File: src/rtl/arr_drv_pkg.sv
// Shared types and constants for the arr equality-checker stimulus driver.
// Used by arr_drv and arr_drv_pattern; the LFSR polynomial only matters when ARR_DRV_LFSR_EN is defined.
package arr_drv_pkg;

    typedef enum logic [1:0] {
        IDLE = 2'd0,
        RUN  = 2'd1,
        DONE = 2'd2
    } arr_drv_state_e;

    localparam logic [31:0] ARR_DRV_LFSR_POLY_C = 32'h8020_0003;
    localparam logic [0:0]  ARR_DRV_INJ_MASK_C  = 1'b1;

endpackage

File: src/rtl/arr_drv_pattern.sv
// Combinational vector generator for arr_drv: first vector from the seed, next vector from the current one.
// Build option ARR_DRV_LFSR_EN swaps the incrementing pattern for a 32-bit Galois LFSR.
module arr_drv_pattern
    import arr_drv_pkg::*;
#(
    parameter int LENGTH = 8
) (
    input  logic [LENGTH-1:0] vec_cur,
    input  logic [31:0]       lfsr_cur,
    input  logic [LENGTH-1:0] seed,
    output logic [LENGTH-1:0] vec_first,
    output logic [31:0]       lfsr_first,
    output logic [LENGTH-1:0] vec_nxt,
    output logic [31:0]       lfsr_nxt
);

`ifdef ARR_DRV_LFSR_EN
    function automatic logic [31:0] widen(input logic [LENGTH-1:0] v);
        logic [31:0] w;
        for (int i = 0; i < 32; i++) w[i] = v[i % LENGTH];
        return w;
    endfunction

    function automatic logic [LENGTH-1:0] narrow(input logic [31:0] l);
        logic [LENGTH-1:0] r;
        for (int i = 0; i < LENGTH; i++) r[i] = l[i % 32];
        return r;
    endfunction

    // Bit 0 of the polynomial is the constant term, carried by the feedback bit itself.
    function automatic logic [31:0] lfsr_step(input logic [31:0] l);
        return (l >> 1) ^ ({32{l[0]}} & (ARR_DRV_LFSR_POLY_C & ~32'h1));
    endfunction

    always_comb begin
        lfsr_first = widen(seed) | 32'h1;
        vec_first  = narrow(lfsr_first);
        lfsr_nxt   = lfsr_step(lfsr_cur);
        vec_nxt    = narrow(lfsr_nxt);
    end
`else
    always_comb begin
        lfsr_first = '0;
        vec_first  = seed;
        lfsr_nxt   = lfsr_cur;
        vec_nxt    = vec_cur + LENGTH'(1);
    end
`endif

endmodule

File: src/rtl/arr_drv.sv
// Burst driver for the arr equality checker: one sig0/sig1 pair per clock, optional single corrupted pair.
// Pattern source selected by ARR_DRV_LFSR_EN inside arr_drv_pattern; FSM and counters live here.
module arr_drv
    import arr_drv_pkg::*;
#(
    parameter int LENGTH = 8,
    parameter int CNT_W  = 16
) (
    input  logic              arr_drv_clk_ip,
    input  logic              arr_drv_rst_ip,
    input  logic              arr_drv_start_ip,
    input  logic [CNT_W-1:0]  arr_drv_count_ip,
    input  logic [CNT_W-1:0]  arr_drv_inject_ip,
    input  logic [LENGTH-1:0] arr_drv_seed_ip,
    output logic [LENGTH-1:0] arr_drv_sig0_op,
    output logic [LENGTH-1:0] arr_drv_sig1_op,
    output logic              arr_drv_expect_err_op,
    output logic              arr_drv_busy_op,
    output logic              arr_drv_done_op,
    output logic [CNT_W-1:0]  arr_drv_sent_op
);

    localparam logic [LENGTH-1:0] INJ_MASK = LENGTH'(ARR_DRV_INJ_MASK_C);

    arr_drv_state_e    state_p1;
    logic [CNT_W-1:0]  cnt_p1;
    logic [CNT_W-1:0]  inj_p1;
    logic [CNT_W-1:0]  sent_p1;
    logic [LENGTH-1:0] sig0_p1;
    logic [LENGTH-1:0] sig1_p1;
    logic [31:0]       lfsr_p1;
    logic              err_p1;
    logic              vld_p1;
    logic              done_p1;

    logic [LENGTH-1:0] vec_first;
    logic [LENGTH-1:0] vec_nxt;
    logic [31:0]       lfsr_first;
    logic [31:0]       lfsr_nxt;
    logic [CNT_W-1:0]  sent_inc;
    logic              hit_first;
    logic              hit_nxt;

    arr_drv_pattern #(.LENGTH(LENGTH)) u_pattern (
        .vec_cur    (sig0_p1),
        .lfsr_cur   (lfsr_p1),
        .seed       (arr_drv_seed_ip),
        .vec_first  (vec_first),
        .lfsr_first (lfsr_first),
        .vec_nxt    (vec_nxt),
        .lfsr_nxt   (lfsr_nxt)
    );

    // Index 0 never matches a 1-based vector number, so inject == 0 disables corruption for free.
    assign sent_inc  = sent_p1 + CNT_W'(1);
    assign hit_first = (arr_drv_inject_ip == CNT_W'(1));
    assign hit_nxt   = (sent_inc == inj_p1);

    // Stage p1: FSM, counters and registered outputs
    always_ff @(posedge arr_drv_clk_ip or posedge arr_drv_rst_ip) begin
        if (arr_drv_rst_ip) begin
            state_p1 <= IDLE;
            cnt_p1   <= '0;
            inj_p1   <= '0;
            sent_p1  <= '0;
            sig0_p1  <= '0;
            sig1_p1  <= '0;
            lfsr_p1  <= '0;
            err_p1   <= 1'b0;
            vld_p1   <= 1'b0;
            done_p1  <= 1'b0;
        end else begin
            case (state_p1)
                IDLE: begin
                    done_p1 <= 1'b0;
                    if (arr_drv_start_ip) begin
                        if (arr_drv_count_ip != '0) begin
                            state_p1 <= RUN;
                            cnt_p1   <= arr_drv_count_ip;
                            inj_p1   <= arr_drv_inject_ip;
                            sent_p1  <= CNT_W'(1);
                            sig0_p1  <= vec_first;
                            sig1_p1  <= vec_first ^ (hit_first ? INJ_MASK : '0);
                            lfsr_p1  <= lfsr_first;
                            err_p1   <= hit_first;
                            vld_p1   <= 1'b1;
                        end else begin
                            state_p1 <= DONE;
                            sent_p1  <= '0;
                            done_p1  <= 1'b1;
                        end
                    end
                end
                RUN: begin
                    // Comparing before incrementing keeps sent within count, so a full-scale count cannot wrap.
                    if (sent_p1 == cnt_p1) begin
                        state_p1 <= DONE;
                        sig0_p1  <= '0;
                        sig1_p1  <= '0;
                        err_p1   <= 1'b0;
                        vld_p1   <= 1'b0;
                        done_p1  <= 1'b1;
                    end else begin
                        sent_p1  <= sent_inc;
                        sig0_p1  <= vec_nxt;
                        sig1_p1  <= vec_nxt ^ (hit_nxt ? INJ_MASK : '0);
                        lfsr_p1  <= lfsr_nxt;
                        err_p1   <= hit_nxt;
                    end
                end
                DONE: begin
                    state_p1 <= IDLE;
                    done_p1  <= 1'b0;
                end
                default: begin
                    state_p1 <= IDLE;
                end
            endcase
        end
    end

    assign arr_drv_sig0_op       = sig0_p1;
    assign arr_drv_sig1_op       = sig1_p1;
    assign arr_drv_expect_err_op = err_p1;
    assign arr_drv_busy_op       = vld_p1;
    assign arr_drv_done_op       = done_p1;
    assign arr_drv_sent_op       = sent_p1;

endmodule

File: config.mk
export PLATFORM = sky130hd
export DESIGN_NAME = arr_drv
export DESIGN_NICKNAME = d
export VERILOG_FILES = /design/src/rtl/arr_drv_pkg.sv /design/src/rtl/arr_drv_pattern.sv /design/src/rtl/arr_drv.sv
export SDC_FILE = /design/constraint.sdc
export NUM_CORES = 1
export LEC_CHECK = 0
export CORE_MARGIN = 8
export CORE_UTILIZATION = 40
export DETAILED_ROUTE_END_ITERATION = 7
export MAX_ROUTING_LAYER = met4
export PLACE_DENSITY = 0.74
export SLEW_MARGIN = 20
export SYNTH_ARGS = -nofsm -noshare
export SYNTH_HDL_FRONTEND = slang
export SYNTH_SLANG_ARGS = --single-unit
File: constraint.sdc
create_clock -name arr_drv_clk_ip -period 2.35 [get_ports arr_drv_clk_ip]
set_clock_uncertainty 0.2 [all_clocks]
set_input_delay 0.235 -clock arr_drv_clk_ip [delete_from_list [all_inputs] [get_ports arr_drv_clk_ip]]
set_output_delay 0.235 -clock arr_drv_clk_ip [all_outputs]
set_load 0.01 [all_outputs]
run_1/placement_by_type.png
Bar = 20 microns.
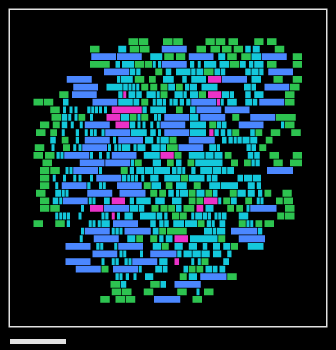
- green: other buffers and delay cells (cells 153; share of their area 27%)
- cyan: combinational and other logic (cells 327; share of their area 40%)
- blue: flops (cells 62; share of their area 30%)
- magenta: clock drivers and dummy loads (cells 16; share of their area 3.5%)

run_1/clk_routes.png
Bar = 20 microns.
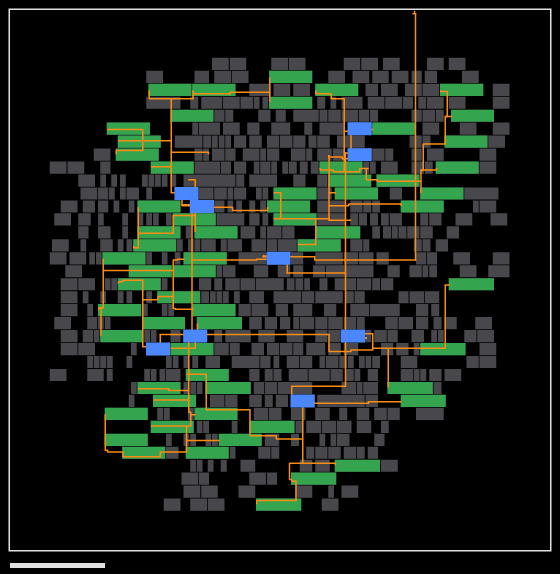
- green: flip-flops (count 62)
- orange: clock wires (length 929 microns)
- blue: clock drivers (count 9)
- routed clock nets: 10

run_1/flops_by_reg.png
Bar = 20 microns. Other sequential cells in the stronger grey, the rest of the logic in the fainter grey.
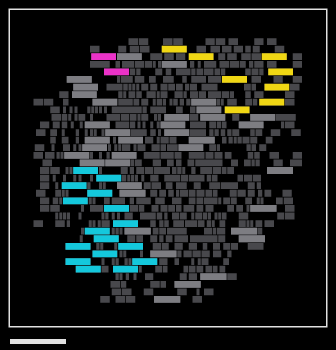
- cyan: inj_p1 (sequential cells 16)
- magenta: state_p1 (sequential cells 2)
- yellow: arr_drv_sig0_op (sequential cells 8; where north-east)
- not coloured: 36

==> impl_metrics.json, run 1 <==
{
  "antennaDiodeCount": 0,
  "async_flop_share_pct": 100,
  "clkSinkCount": 62,
  "postRouteAntennaNets": 0,
  "track_usage_pct": 17.8,
  "synth-edff-count": 0,
  "gp_congestion": 0.879,
  "worstSkewPairLatency_ns": 0.34,
  "placed_cell_area_sq_um": 4950,
  "syn_area_sq_um": 3790,
  "fin_crit_ns": 2.38,
  "clkTransAtPathRegs_ns": 0.07,
  "ys_sh_xor_pct": 9.68,
  "synth-compound-area-share_pct": 14.2,
  "syn_area_per_cell_sq_um": 8.91,
  "vias": 3593,
  "first_iter_violations": 197,
  "layout-drive-gt1-share_pct": 24.2,
  "hold_viol": 0,
  "violations": "setup timing",
  "reg2reg_depth": 7,
  "io_buffers": 77,
  "r2r-end": "arr_drv_sig1_op[0]",
  "slew_violations": 0,
  "post-route-period-util_pct": 101,
  "avgRoutedWirePerCell_microns": 16.9,
  "cap_viol_max_count": 0,
  "ys_chip_area_sq_um": 3790,
  "path_buffers": 0,
  "worst_slack_ns": -0.0280,
  "rsz0062_at_grt": "yes",
  "fill_cells": 819,
  "grt_pass1_vias": 3536,
  "tool_warnings": 30,
  "synth_adder_area_share_pct": 1.65,
  "tightest_slew_ns": 0.637,
  "cp-end-kind": "register",
  "drt-pass1-iter-count": 4,
  "finalSetupTns_ns": -0.0280,
  "crit_path_cell_trace": "nand4_1, or4_4, xnor2_2, a2111oi_4, nand4_2, xnor2_2, o221ai_2",
  "yosysUniqueCellTypes": 59,
  "top_logic_kind": "simple AND/OR/NAND/NOR gates",
  "fp.dieH_microns": 113,
  "ff_type": "dfrtp_1",
  "powerDensity_nw_per_um2": 1030,
  "cts_root_buffer": "clkbuf_8",
  "finalWirelength_microns": 11300,
  "r2r_slack_ns": -0.03,
  "syn_to_final_growth_pct": 41.7,
  "die_w_microns": 113,
  "drc": 0,
  "synth_seq_share_pct": 41.0,
  "synth.ff_latch_count": 62,
  "setup-violations-final": 1,
  "fp-utilization_pct": 41.2,
  "synth-simple-area-share_pct": 25.8,
  "cp-start-kind": "register",
  "viasPerCell": 5.37,
  "logic_area_sq_um": 2060,
  "synth-cells-yosys": 425,
  "min_path_type": "primary input to async pin",
  "final_nets": 601,
  "path_delay_family": "simple AND/OR/NAND/NOR gates",
  "status": "finished, violations left",
  "fmax_mhz": 421,
  "dieArea_sq_um": 12800,
  "startpoint": "arr_drv_sent_op[6]",
  "synth_nets": 473,
  "fin_area_sq_um": 5370,
  "groute.layer.met2.usage_pct": 27.6,
  "grt_antenna_before_repair": 0,
  "peakVddDrop_mv": 0.479,
  "endpoint": "arr_drv_sig1_op[0]",
  "clock_path_buffers": 2,
  "grt_pass1_wl_microns": 17900,
  "synth_warnings": 0,
  "core_area_sq_um": 9200,
  "grt_max_degree": 63,
  "slew-limit-headroom_pct": 57.4,
  "flop_area_sq_um": 1570,
  "cts_buffers": 9,
  "io_pins": 78,
  "power_mw": 5.54,
  "arrival_ns": 2.43
}
[run 1: cells in the final DEF, fill, tap and decap left out, drive strengths merged, types with 2 or more instances in the layout]
master and instances:
clkbuf 12, ha 5, nor2 15, nand2 112, o221ai 2, o21ai 29
or4 2, nand4 11, and4 2, o41ai 3, inv 7, a21oi 12
nand3 15, buf 75, a31oi 3, clkdlybuf4s50 77, xor2 12, nor3b 7
nand2b 3, and2 3, o31ai 7, nor3 4, and3 9, clkinv 2
dfrtp 62, xnor2 29, nor4 8, a22oi 2, or2 3, a221o 6
a2111oi 2, nor4b 2, a21o 2
[run 1: final cells by class]
cell class / count / share of cell area, %
Inverter: 7 / 0.490
Timing Repair Buffer: 153 / 25.9
Tap cell: 111 / 2.59
Sequential cell: 62 / 29.2
Clock inverter: 4 / 0.886
Clock buffer: 12 / 2.52
Multi-Input combinational cell: 320 / 38.4
[run 1: per-stage QoR]
| stage | worst slack, ns | hold slack (ns) | utilization (%) | instances |
|---|---|---|---|---|
| floorplan | 0.00756 | 0.140 | - | 425 |
| global placement | -0.162 | 0.282 | 53.8 | 642 |
| detailed placement | -0.198 | 0.286 | 53.8 | 642 |
| CTS | -0.00980 | 0.0855 | 56.5 | 661 |
| global route | -0.112 | 0.102 | 58.4 | 669 |
| finish | -0.0280 | 0.0707 | 58.4 | 669 |
[run 1: report_power, final]
part / switching [mW] / total [mW] / internal [mW]
logic: 1.34 / 2.77 / 1.43
clock network: 0.429 / 0.917 / 0.488
registers: 0.407 / 1.86 / 1.45
total: 2.17 / 5.54 / 3.37
[run 1: worst min-delay path, stage by stage]
cell	delay [ns]
clkdlybuf4s50_1	0.41
inv_2	0.07
buf_12	0.29
[run 1: timing repair]
item	CTS	global route
pin swaps	4	9
setup endpoints to repair	9	36
gates resized	14	19
hold buffers	0	0
cloned	0	1
setup buffers	3	7
[run 1: sequential cells by signal, indices dropped and copies added, names as in the netlist]
signal                 flops
arr_drv_busy_op            1
state_p1                   2
arr_drv_done_op            1
cnt_p1                    16
arr_drv_expect_err_op      1
inj_p1                    16
arr_drv_sent_op           16
arr_drv_sig1_op            1
arr_drv_sig0_op            8
[run 1: layer usage]
metal / vias to the layer above / part of all wire, %
li1: 1717 / -
met1: 1748 / 45
met2: 113 / 47
met3: 15 / 6.0
met4: 0 / 1.6
met5: - / 0
[run 1: Yosys cell counts, drive strengths merged, types with 4 or more instances]
cell type	number	area share (%)
nand2	112	11
dfrtp	62	41
o21ai	29	3.8
xnor2	29	6.9
buf	26	5.4
nand3	15	2.7
nor2	15	1.5
a21oi	12	1.6
xor2	12	2.8
nand4	11	2.1
clkbuf	10	1.5
and3	9	1.5
nor4	8	1.3
inv	7	0.69
nor3b	7	1.4
o31ai	7	1.4
a221o	6	1.6
ha	5	1.7
nor3	4	0.83
[run 1: cell families (layout without fill, tap and decap cells)]
family / Yosys count / count (layout)
flip-flops: 62 / 62
buffers and inverters: 43 / 176
AND-OR/OR-AND: 76 / 76
adder cells (fa/ha/maj): 5 / 5
XOR/XNOR: 41 / 41
AND/OR/NAND/NOR: 198 / 198
run_1/congestion.png
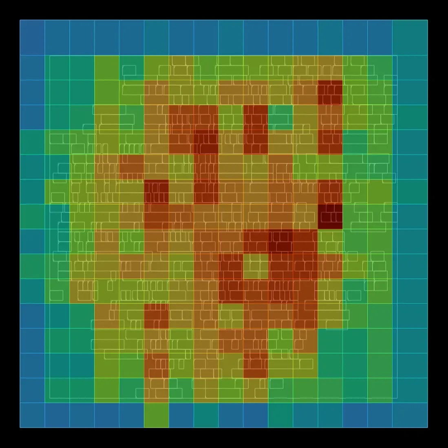

==> run 1 -> run 2 <==
Settings changed: ABC_AREA set to 1.
run_2/congestion.png
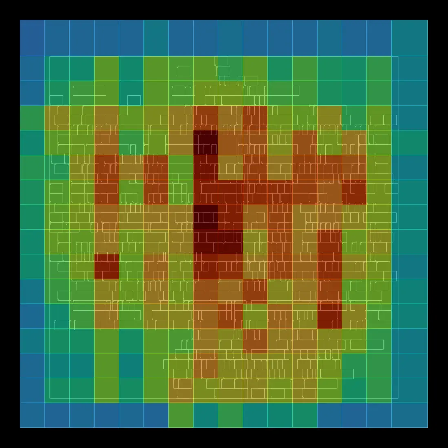
GRT Overall Usage: 17.9%
routed len/inst: 15.2 microns

run_2/logic_types.png
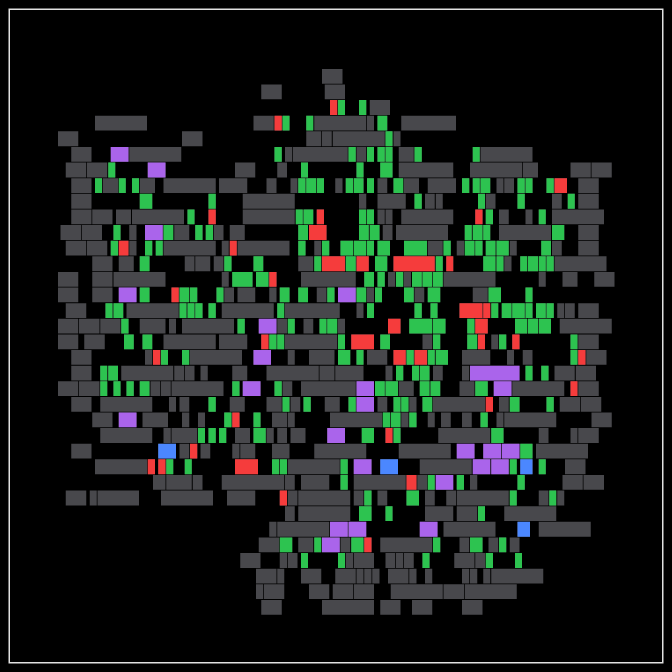
- blue: AND and OR gates (cells 4)
- green: NAND gates (cells 222)
- red: NOR gates (cells 38)
- purple: XOR/XNOR gates (cells 25)

==> impl_metrics.json, run 2 <==
{
  "status": "finished, final reports clean",
  "rsz0062_at_grt": "no",
  "synth-simple-area-share_pct": 32.2,
  "worstSetupPathType": "register to register",
  "dieArea_sq_um": 12900,
  "tightest_slew_ns": 0.645,
  "final_nets": 638,
  "antennaDiodeCount": 0,
  "fp-utilization_pct": 41.2,
  "fin_area_sq_um": 4940,
  "grt_pass1_wl_microns": 17800,
  "met1_length_microns": 4920,
  "ys_sh_xor_pct": 6.15,
  "top_logic_kind": "simple AND/OR/NAND/NOR gates",
  "grt_overflow_total": 0,
  "finalWirelength_microns": 11000,
  "cts_root_buffer": "clkbuf_8",
  "gp_congestion": 0.898,
  "cap_viol_max_count": 0,
  "worstSkewPairLatency_ns": 0.35,
  "io_pins": 78,
  "io_buffers": 77,
  "lay_top_count": "nand2_1",
  "synth-cells-yosys": 508,
  "synth-compound-area-share_pct": 9.63,
  "powerDensity_nw_per_um2": 970,
  "synth_top_area_share_pct": 40.8,
  "fmax_mhz": 462,
  "top_layer_used": "met4",
  "async_flop_share_pct": 100,
  "clock_path_buffers": 2,
  "rows": 35,
  "min_path_type": "primary input to async pin",
  "ff_type": "dfrtp_1",
  "synth_adder_area_share_pct": 1.64,
  "fin_crit_ns": 2.17,
  "synth-edff-count": 0,
  "logic_area_sq_um": 1890,
  "wl_met2_microns": 5130,
  "arrival_ns": 2.25,
  "fill_cells": 877,
  "drc": 0,
  "peakVddDrop_mv": 0.515,
  "syn_area_per_cell_sq_um": 7.49,
  "synth_warnings": 0,
  "grt_pass1_vias": 3798,
  "leakage_nw": 2.24,
  "layout-drive-gt1-share_pct": 11.1,
  "hold_viol": 0,
  "synthMuxAreaShare_pct": 0,
  "viasPerCell": 5.10,
  "slew_violations": 0,
  "fp.dieH_microns": 114,
  "syn_inst": 508,
  "synth_nets": 556,
  "flop_area_sq_um": 1560,
  "grt_max_degree": 63,
  "cts_resized": 0,
  "cts_tree": "built",
  "placed_cell_area_sq_um": 4740,
  "slew-limit-headroom_pct": 56.8,
  "ctsHoldBuffers": 0,
  "wl_met3_microns": 787,
  "yosysUniqueCellTypes": 38,
  "drt-pass1-iter-count": 5,
  "lay_top_cells": "nand2_1, clkdlybuf4s50_1, inv_1, dfrtp_1, o21ai_0",
  "die_w_microns": 114,
  "vias": 3696,
  "hpwl_microns": 8250,
  "top_cell": "nand2_1",
  "largest_area_cell": "dfrtp_1",
  "crit_fanout": 8,
  "core_area_sq_um": 9240,
  "topCellsByArea": "dfrtp_1, nand2_1, o21ai_0",
  "first_iter_violations": 173,
  "clkSinkCount": 62,
  "post-route-util_pct": 53.5,
  "postRouteAntennaNets": 0,
  "power_mw": 4.79,
  "htreeDepth": 3,
  "post_cts_buffers": 0,
  "top_cells_by_count": "nand2_1, dfrtp_1, inv_1",
  "setup-violations-final": 0,
  "ys_chip_area_sq_um": 3810,
  "cp-end-kind": "register",
  "clkTransAtPathRegs_ns": 0.08,
  "cts_buffers": 9,
  "synth_seq_share_pct": 40.8,
  "grt_antenna_before_repair": 0,
  "synth.ff_latch_count": 62,
  "tool_warnings": 28,
  "post-route-period-util_pct": 92.2,
  "finalSetupTns_ns": 0,
  "syn_to_final_growth_pct": 29.8,
  "syn_area_sq_um": 3810,
  "cp.required_ns": 2.44,
  "cp-start-kind": "register"
}
run_2/placement_by_type.png
Bar = 20 microns.
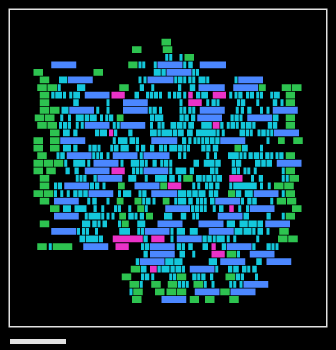
- magenta: clock drivers and dummy loads (cells 16; share of their area 4.0%)
- cyan: combinational and other logic (cells 425; share of their area 45%)
- green: other buffers and delay cells (cells 92; share of their area 19%)
- blue: flops (cells 62; share of their area 33%)

==> run 2: cell count changes after synthesis, sizes merged, moves of 6 or more <==
| cell | delta |
|---|---|
| buf | -12 |
| nor2 | +19 |
| nor3b | -7 |
| nand3 | +32 |
| and3 | -9 |
| nor4 | -7 |
| nand2 | +39 |
| nand4 | +13 |
| o21ai | +21 |
| a221o | -6 |
| xnor2 | -13 |
| inv | +56 |
| a21oi | -8 |
==> run 2: power breakdown <==
part / internal [mW] / leakage, nW / switching [mW]
Sequential: 1.45 / 0.779 / 0.305
Clock: 0.482 / 0.0948 / 0.457
Combinational: 0.926 / 1.36 / 1.17
Total: 2.85 / 2.24 / 1.94
==> run 2: cell type report <==
| cell class | count | share of cell area, % |
|---|---|---|
| Inverter | 65 | 4.96 |
| Multi-Input combinational cell | 360 | 38.2 |
| Sequential cell | 62 | 31.6 |
| Clock inverter | 7 | 1.32 |
| Timing Repair Buffer | 92 | 18.1 |
| Tap cell | 129 | 3.27 |
| Clock buffer | 9 | 2.51 |
==> run 2: metal layers <==
metal  vias to the layer above  track usage, %
met1                      1731            20.8
met4                         0            4.71
met3                        15            5.49
li1                       1806               -
met5                         -               -
met2                       144            29.5
==> run 2: cell families after synthesis <==
logic type      after synthesis
compound gates               66
simple gates                264
buf+inv                      86
xor+xnor                     25
fa+ha+maj                     5
flops                        62
==> run 2: worst max-delay path, cell delays in order, from the launching register on <==
cell,delay [ns]
dfrtp_1,0.36
ha_1,0.23
nand2_1,0.12
nor2_4,0.21
nand3_1,0.16
xor3_1,0.23
nand2_1,0.06
nor2_2,0.15
nand3_1,0.11
nand2_1,0.09
nand3_2,0.06
a21oi_2,0.12
==> run 2: worst paths after layout <==
check / start / endpoint / slack [ns] / cells past startpoint
worst max-delay path: arr_drv_sent_op[1] / arr_drv_sig1_op[0] / 0.18 / 11
worst min-delay path: arr_drv_rst_ip / state_p1[0] / 0.05 / 3
worst max register to register: arr_drv_sent_op[1] / arr_drv_sig1_op[0] / 0.18 / 11
worst min register to register: inj_p1[2] / inj_p1[2] / 0.30 / 2
max in group asynchronous: arr_drv_rst_ip / arr_drv_sent_op[4] / 1.59 / 3
min in group arr_drv_clk_ip: arr_drv_seed_ip[3] / arr_drv_sig0_op[3] / 0.23 / 3
==> run 2: per-stage QoR <==
step / setup WS (ns) / hold WS (ns) / cells
4_1_cts: 0.179 / 0.0668 / 724
6_report: 0.184 / 0.0529 / 724
2_1_floorplan: 0.305 / 0.152 / 508
3_3_place_gp: 0.118 / 0.282 / 708
3_5_place_dp: 0.0907 / 0.289 / 708
5_1_grt: 0.00788 / 0.0972 / 724
run_2/flops_by_reg.png
Bar = 20 microns. Other sequential cells in the stronger grey, the rest of the logic in the fainter grey.
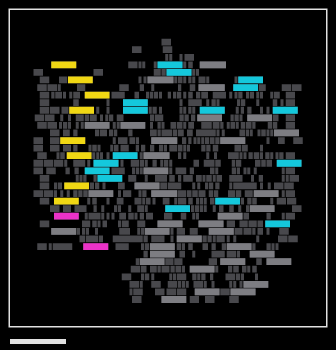

==> run 2 -> run 3 <==
Settings changed: CORE_UTILIZATION 40 to 47, CTS_CLUSTER_SIZE set to 20, PLACE_DENSITY 0.74 to 0.84.
run_3/flops_by_reg.png
Bar = 20 microns. Other sequential cells in the stronger grey, the rest of the logic in the fainter grey.
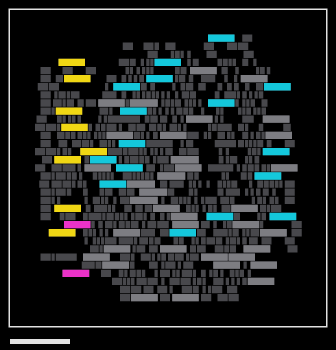
- cyan: inj_p1 (sequential cells 16)
- magenta: state_p1 (sequential cells 2)
- yellow: arr_drv_sig0_op (sequential cells 8)

run_3/logic_types.png
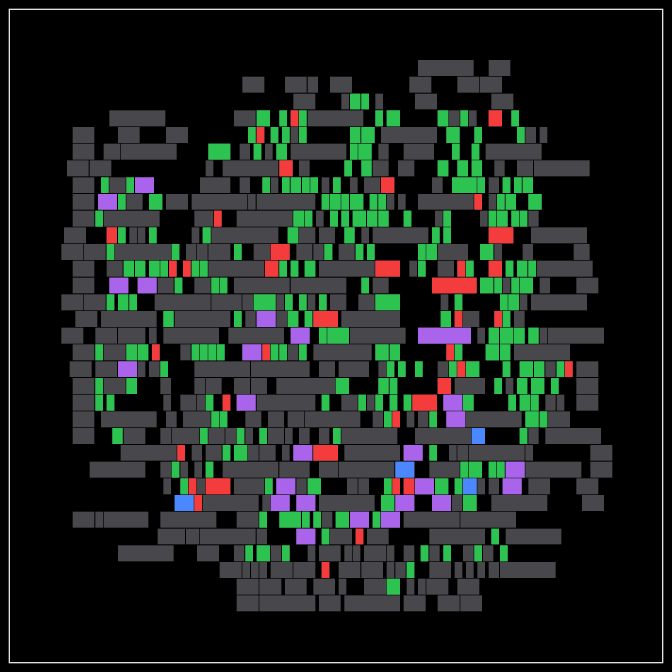
- red: NOR gates (cells 38)
- purple: XOR/XNOR gates (cells 25)
- green: NAND gates (cells 222)
- blue: AND and OR gates (cells 4)

==> impl_metrics.json, run 3 <==
{
  "die_w_microns": 106,
  "path_delay_family": "simple AND/OR/NAND/NOR gates",
  "ys_chip_area_sq_um": 3810,
  "viasPerCell": 5.31,
  "layout-drive-gt1-share_pct": 12.8,
  "topCellsByArea": "dfrtp_1, nand2_1, o21ai_0",
  "cpMostUsedCell": "nand2_1",
  "largest_area_cell": "dfrtp_1",
  "grt_max_degree": 63,
  "vias": 3751,
  "synth_seq_share_pct": 40.8,
  "io_buffers": 77,
  "yosysUniqueCellTypes": 38,
  "syn_to_final_growth_pct": 31.3,
  "tightest_slew_ns": 0.625,
  "rr_startpoint": "arr_drv_sent_op[1]",
  "finalSetupTns_ns": 0,
  "synth_warnings": 0,
  "lay_top_cells": "nand2_1, clkdlybuf4s50_1, inv_1, dfrtp_1, o21ai_0",
  "setup-violations-final": 0,
  "slew_violations": 0,
  "synth-edff-count": 0,
  "ff_type": "dfrtp_1",
  "crit_slowest_cell": "dfrtp_2",
  "gp_congestion": 0.896,
  "synth.ff_latch_count": 62,
  "clkSinkCount": 62,
  "r2r_slack_ns": 0.14,
  "startpoint": "arr_drv_sent_op[1]",
  "grt_pass1_vias": 3908,
  "lay_top_count": "nand2_1",
  "top_cell": "nand2_1",
  "cap_viol_max_count": 0,
  "core_area_sq_um": 8050,
  "worstSetupPathType": "register to register",
  "tool_warnings": 28,
  "drt-pass1-iter-count": 5,
  "cts_buffers": 9,
  "grt_pass1_wl_microns": 18100,
  "fill_cells": 689,
  "crit_fanout": 9,
  "top_cells_by_count": "nand2_1, dfrtp_1, inv_1",
  "antennaDiodeCount": 0,
  "hpwl_microns": 8250,
  "synth_top_area_share_pct": 40.8,
  "worstSkewPairLatency_ns": 0.35,
  "fmax_mhz": 452,
  "cts_tree": "built",
  "crit_path_cell_trace": "buf_4, nand2_2, nor2_4, nand3_1, nand3_1, nand2_1, nor2_1, nand2_1, nor2_2, nand3_2, nand2_1, nand3_2, a21oi_2",
  "cts_root_buffer": "clkbuf_8",
  "reg2reg_depth": 13,
  "arrival_ns": 2.30,
  "min_path_type": "primary input to async pin",
  "synth-cells-yosys": 508,
  "endpoint": "arr_drv_sig1_op[0]",
  "cp-start-kind": "register",
  "async_flop_share_pct": 100,
  "htreeDepth": 3,
  "fp-utilization_pct": 47.3,
  "leakage_nw": 2.26,
  "hold_viol": 0,
  "logic_area_sq_um": 1930,
  "rows": 33,
  "grt_antenna_before_repair": 0,
  "clock_path_buffers": 2,
  "io_pins": 78,
  "status": "finished, final reports clean",
  "syn_inst": 508,
  "slew-limit-headroom_pct": 58.2,
  "postRouteAntennaNets": 0,
  "post-route-period-util_pct": 94.2,
  "drc": 0,
  "fin_crit_ns": 2.21,
  "path_depth": 13,
  "first_iter_violations": 199,
  "grt_overflow_total": 0,
  "path_buffers": 1,
  "cpPeakStageDelay_ns": 0.40,
  "syn_area_per_cell_sq_um": 7.49,
  "fp.dieH_microns": 106,
  "cp-end-kind": "register",
  "clkTransAtPathRegs_ns": 0.08,
  "r2r-end": "arr_drv_sig1_op[0]",
  "finalWirelength_microns": 11300,
  "final_nets": 644,
  "post-route-util_pct": 62.1,
  "dieArea_sq_um": 11200,
  "flop_area_sq_um": 1560,
  "powerDensity_nw_per_um2": 985,
  "syn_area_sq_um": 3810,
  "rsz0062_at_grt": "no",
  "synth_nets": 556,
  "cp.required_ns": 2.44,
  "peakVddDrop_mv": 0.640
}
run_3/congestion.png
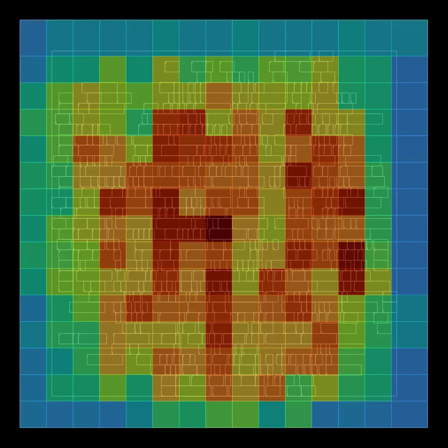
GR met1 Demand/Resource: 22.5%
routed len/inst: 16.0 microns
GRT Overall Usage: 20.6%
met3 usage: 4.42%

run 3: how the worst min path moves through the flow:
stage                                  start  depth (start not counted)                 end
after CTS                     arr_drv_rst_ip                          3  arr_drv_sig0_op[3]
after detailed placement           inj_p1[0]                          2           inj_p1[0]
after global routing          arr_drv_rst_ip                          3  arr_drv_sig0_op[3]
after floorplan           arr_drv_seed_ip[3]                          2  arr_drv_sig0_op[3]
final                         arr_drv_rst_ip                          3  arr_drv_sig0_op[3]
after global placement             inj_p1[0]                          2           inj_p1[0]
run 3: final cells by class:
| type | count | share of cell area [%] |
|---|---|---|
| inverter | 65 | 4.91 |
| multi-input combinational | 360 | 38.6 |
| sequential | 62 | 31.2 |
| clock buffer | 10 | 2.55 |
| clock inverter | 6 | 1.25 |
| tap | 105 | 2.63 |
| timing repair buffer | 98 | 18.8 |
run 3: worst register-to-register path: cells and delay by family, from the launching register on:
kind,cells,cell delay [ns]
AND/OR/NAND/NOR,11,1.32
flip-flops,1,0.40
buffers and inverters,1,0.12
AND-OR/OR-AND,1,0.11
run 3: repair_timing:
item / 4_1_cts / 5_1_grt
resized: 5 / 10
pin swaps: 2 / 5
setup endpoints to repair: 1 / 1
hold buffers: 0 / 0
setup buffers: 2 / 5
run 3: kinds of logic (layout without fill, tap and decap cells):
group | Yosys count | in the layout | share of synthesized area [%]
XOR/XNOR | 25 | 25 | 6.15
adder cells (fa/ha/maj) | 5 | 5 | 1.64
buffers and inverters | 86 | 179 | 9.60
AND/OR/NAND/NOR | 264 | 264 | 32.2
AND-OR/OR-AND | 66 | 66 | 9.63
flip-flops | 62 | 62 | 40.8
run 3: per-layer routing:
metal / track usage (%) / share of wire [%] / vias up
li1: - / - / 1821
met1: 22.5 / 40 / 1756
met2: 35.3 / 50 / 143
met3: 4.42 / 6.3 / 31
met4: 9.55 / 2.8 / 0
met5: - / 0 / -
run 3: report_power, final:
group          switching [mW]  total [mW]  internal [mW]
combinational            1.20        2.19          0.982
clock                   0.469       0.955          0.486
sequential              0.330        1.78           1.45
total                    2.00        4.92           2.92
run 3: through the flow:
stage,power (mW),setup WS (ns),hold slack [ns],area (sq um),cells
finish,4.92,0.137,0.0427,5000,706
global route,5.26,0.00167,0.107,5000,706
CTS,4.86,0.0386,0.0723,4920,701
detailed placement,3.84,-0.0215,0.287,4710,683
global placement,3.75,0.0483,0.278,4710,683
floorplan,3.08,0.305,0.152,3810,508
Power figures rest on the tool's default switching activity, not on a simulated workload.
